## src/rtl/serial_subtractor.sv

```systemverilog
// Bit-serial subtractor: one full-subtractor cell reused LSB-first computes
// a - b - bin over WIDTH clocks, with the result held until the next start.
module serial_subtractor #(
    parameter int WIDTH = 4
) (
    input  logic             clk,
    input  logic             rst_n,
    input  logic             i_start,
    input  logic [WIDTH-1:0] i_a,
    input  logic [WIDTH-1:0] i_b,
    input  logic             i_bin,
    output logic             o_busy,
    output logic             o_done,
    output logic [WIDTH-1:0] o_diff,
    output logic             o_bout
);

    localparam int CW = (WIDTH > 1) ? $clog2(WIDTH) : 1;

    typedef enum logic [1:0] {
        IDLE = 2'b00,
        RUN  = 2'b01,
        DONE = 2'b10
    } state_t;

    state_t           r_state;
    state_t           w_next;
    logic [WIDTH-1:0] r_a;
    logic [WIDTH-1:0] r_b;
    logic             r_borrow;
    logic [CW-1:0]    r_count;
    logic [WIDTH-1:0] r_diff;
    logic             r_bout;

    logic             w_accept;
    logic             w_last;
    logic             w_d;
    logic             w_borrowNext;
    logic [WIDTH-1:0] w_diffShift;

    assign w_accept     = ((r_state == IDLE) || (r_state == DONE)) && i_start;
    assign w_last       = (r_count == CW'(WIDTH - 1));
    assign w_d          = r_a[0] ^ r_b[0] ^ r_borrow;
    assign w_borrowNext = (~r_a[0] & r_b[0]) | (~(r_a[0] ^ r_b[0]) & r_borrow);

    // New bit enters at the MSB so the LSB ends up in diff[0] after WIDTH shifts.
    always_comb begin
        w_diffShift            = r_diff >> 1;
        w_diffShift[WIDTH-1]   = w_d;
    end

    always_ff @(posedge clk or negedge rst_n) begin
        if (!rst_n) begin
            r_state <= IDLE;
        end else begin
            r_state <= w_next;
        end
    end

    always_comb begin
        w_next = IDLE;
        case (r_state)
            IDLE:    w_next = i_start ? RUN : IDLE;
            RUN:     w_next = w_last ? DONE : RUN;
            DONE:    w_next = i_start ? RUN : IDLE;
            default: w_next = IDLE;
        endcase
    end

    always_ff @(posedge clk or negedge rst_n) begin
        if (!rst_n) begin
            r_a      <= '0;
            r_b      <= '0;
            r_borrow <= 1'b0;
            r_count  <= '0;
            r_diff   <= '0;
            r_bout   <= 1'b0;
        end else if (w_accept) begin
            r_a      <= i_a;
            r_b      <= i_b;
            r_borrow <= i_bin;
            r_count  <= '0;
        end else if (r_state == RUN) begin
            r_a      <= r_a >> 1;
            r_b      <= r_b >> 1;
            r_borrow <= w_borrowNext;
            r_count  <= r_count + CW'(1);
            r_diff   <= w_diffShift;
            // Borrow-out is published separately so it stays stable while a new op runs.
            if (w_last) begin
                r_bout <= w_borrowNext;
            end
        end
    end

    assign o_busy = (r_state == RUN);
    assign o_done = (r_state == DONE);
    assign o_diff = r_diff;
    assign o_bout = r_bout;

endmodule

```

## config.mk

```make
export PLATFORM = sky130hd
export DESIGN_NAME = serial_subtractor
export DESIGN_NICKNAME = d
export VERILOG_FILES = /design/src/rtl/serial_subtractor.sv
export SDC_FILE = /design/constraint.sdc
export NUM_CORES = 1
export LEC_CHECK = 0
export CORE_MARGIN = 4
export CORE_UTILIZATION = 45
export DETAILED_ROUTE_END_ITERATION = 16
export GPL_TIMING_DRIVEN = 0
export PLACE_DENSITY = 0.71
export SETUP_SLACK_MARGIN = 0.1
export SLEW_MARGIN = 20
export SYNTH_ARGS = -nofsm -noshare
export SYNTH_HDL_FRONTEND = slang
export SYNTH_SLANG_ARGS = --single-unit
```

## constraint.sdc

```tcl
create_clock -name clk -period 1.5 [get_ports clk]
set_input_delay 0.375 -clock clk [delete_from_list [all_inputs] [get_ports clk]]
set_output_delay 0.375 -clock clk [all_outputs]
set_load 0.005 [all_outputs]
```

final_placement.png
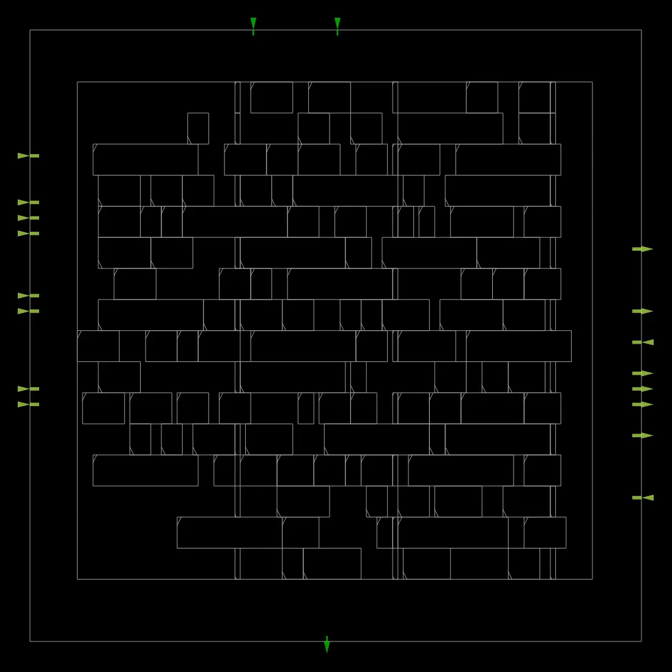
flip-flops: 18
final core occ: 64.2%
Rows: 16
fillcell total: 183
core area: 1960 um2

clock_map.png
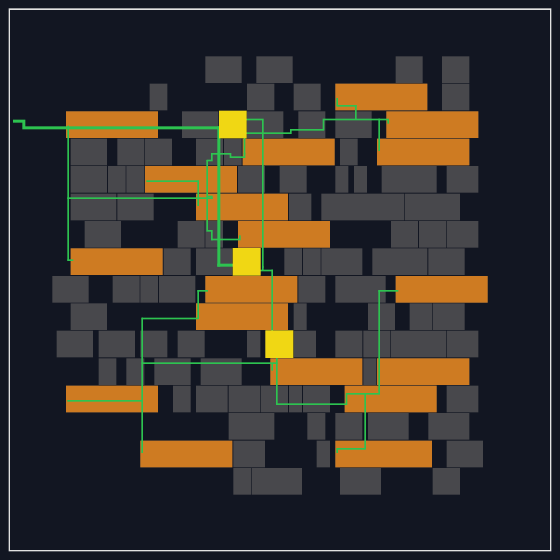
Key: yellow = cells driving clock nets [count 3]; orange = flip-flops [count 18]; green = clock wires [length 226 um]
There are 4 routed clock nets.
Clk Latency, worst-skew pair: 0.29 ns
Fin Clk Skew: 0.00181 ns
clock group share of total power: 9.6%
Clk. pwr: 0.000237 W

cell_classes.png
Bar = 20 um. Fill, decap, tap and diode cells in grey.
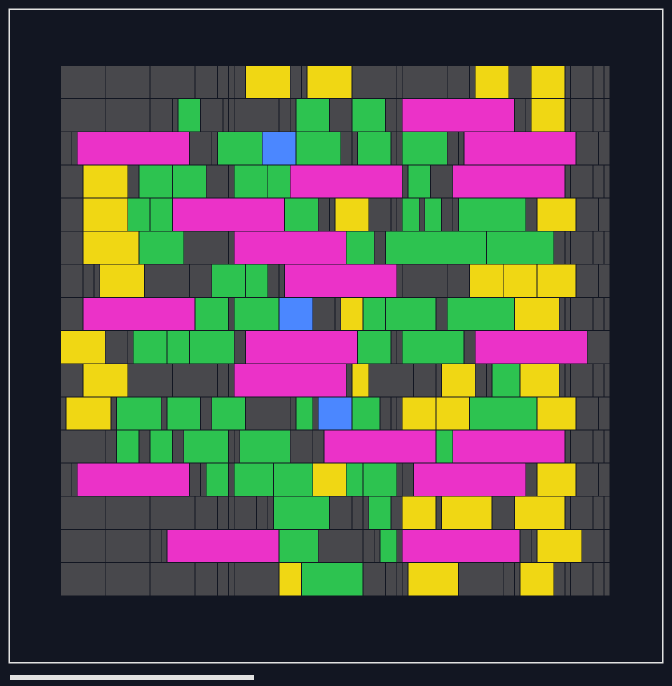
Key: blue = cells driving clock nets [cells 3, share of their area 1.8%]; yellow = other buffers and delay cells [cells 34, share of their area 24%]; magenta = flip-flops [cells 18, share of their area 37%]; green = all other logic [cells 56, share of their area 37%]
Seq area share: 35.8%
cell area after layout: 1260 um2

pdn.png
Pins as bars on the die edge. Tap cells in grey.
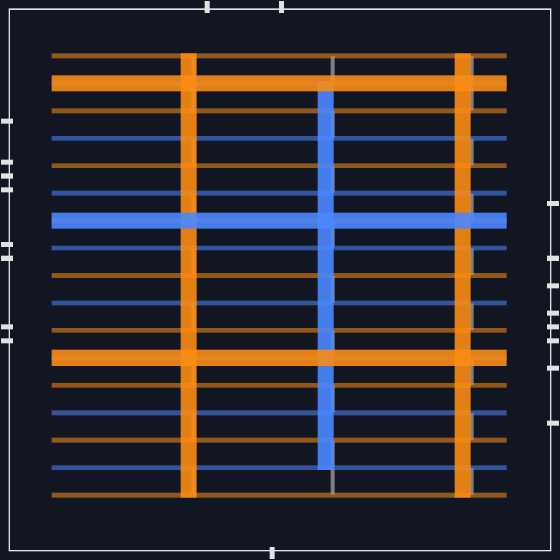
Key: blue = VDD; orange = VSS
17 met1 rails follow the rows. 3 straps on met4.
Max IR drop VDD: 0.818 mV
Die H: 53.5 um
die x size: 53.5 um

==> Changelog: implementation <==
## Implementation

- Yosys cell types: 24
- Setup WS post-layout: 0.0224 ns
- Syn_nets: 94
- Outcome: completed
- Yosys Instances: 80
- Startpoint types: flip-flop
- Crit path required time: 1.12 ns
- Crit-path cells: buf_6 > nand2b_4 > inv_4 > buf_6
- Final setup violating endpoints: 0
- Initial antenna violation count: 0
- Gr usage total: 16.5%
- Sw Ratio: 34.6%
- Ys async rst share: 100%
- Detail Route met3 WL: 97 um
- Slowest-stage cell, CP: dfrtp_2
- R2r startpoint: r_state[1]
- Fin crit period: 1.48 ns
- IO Port Bufs: 18
- Vias in the first global route: 751
- Drt first pass iters: 4
- Yosys warning tally: 0
- LEAKAGE: 0.591 nW
- Vias: 718
- Post-DP HPWL: 1250 um
- Least-Margin Pin Slew: 0.810 ns
- CTS sink count: 18
- RSZ-0062 raised after global routing: true
[sequential cells by signal, indices dropped and copies added (netlist names)]
signal    flops
r_borrow      1
o_diff        4
o_bout        1
r_count       2
r_state       2
r_b           4
r_a           4
[power groups by stage]
stage	combinational [W]	clock (W)	sequential (W)
floorplan	0.000801	0	0.000866
global placement	0.00112	0	0.000886
detailed placement	0.00117	0	0.000896
CTS	0.00134	0.000244	0.000863
global route	0.00150	0.000271	0.000897
finish	0.00135	0.000237	0.000869
[layout by cell type, fill, tap and decap left out, drive strengths merged]
cell type	netlist	final
dlygate4sd2	0	5
xnor2	1	1
nor2	1	1
fa	1	1
clkbuf	1	4
a22o	2	2
dlymetal6s2s	0	1
a21oi	7	7
ha	1	1
nor2b	2	2
nand3b	1	1
o22ai	1	1
buf	5	17
mux2	6	6
nand2	1	1
mux2i	8	8
dfrtp	18	18
clkdlybuf4s50	0	10
a211oi	7	7
inv	5	5
nand3	2	2
and2b	6	6
o21ai	3	3
nand2b	1	1
[area by class of cell]
type | instances | area share [%]
buffer | 4 | 1.89
multi-input combinational | 51 | 34.7
timing repair buffer | 30 | 21.4
inverter | 5 | 1.69
tap | 27 | 2.68
clock buffer | 3 | 1.79
sequential | 18 | 35.8
[cells by family (layout without fill, tap and decap cells)]
logic type	count (synthesis)	in the layout	synth area share (%)
mux	14	14	17.5
simple gates	14	14	9.53
buf+inv	11	42	6.71
xor+xnor	1	1	0.940
flops	18	18	48.3
compound gates	20	20	13.6
fa+ha+maj	2	2	3.49
[synth_stat cells, drive strengths merged (2+ instances only)]
master	instances	area share, %
dfrtp	18	48
a22o	2	1.9
inv	5	2.0
nand3	2	1.1
nor2b	2	1.3
and2b	6	4.8
a211oi	7	5.6
mux2i	8	8.6
a21oi	7	3.8
o21ai	3	1.6
buf	5	4.3
mux2	6	8.9
[per-stage QoR]
step / power (W) / cell area (um2)
3_5_place_dp: 0.00206 / 1150
3_3_place_gp: 0.00201 / 1150
4_1_cts: 0.00245 / 1250
2_1_floorplan: 0.00167 / 932
5_1_grt: 0.00267 / 1260
6_report: 0.00246 / 1260
[timing repair]
| item | in CTS | in global routing |
|---|---|---|
| endpoints found under the setup margin | 7 | 7 |
| cloned | 0 | 0 |
| hold buffers | 0 | 0 |
| resized | 20 | 7 |
| pin swaps | 0 | 0 |
| buffers inserted | 10 | 3 |
[routing by layer]
metal  global-route usage (%)  vias to the layer above
li1                         -                      343
met1                     19.0                      357
met2                     29.6                       16
met3                     2.54                        2
met4                     7.66                        0
met5                        0                        -
[final timing paths]
path / slack (ns) / endpoint / depth (start not counted)
setup / recovery: 0.02 / o_busy / 4
hold / removal: 0.51 / o_diff[0] / 1
setup reg to reg: 0.15 / r_count[1] / 5
hold reg to reg: 0.51 / o_diff[0] / 1
max in group asynchronous: 0.40 / r_state[1] / 1
min in group asynchronous: 0.55 / o_diff[3] / 1
Power and IR drop assume default switching activity.
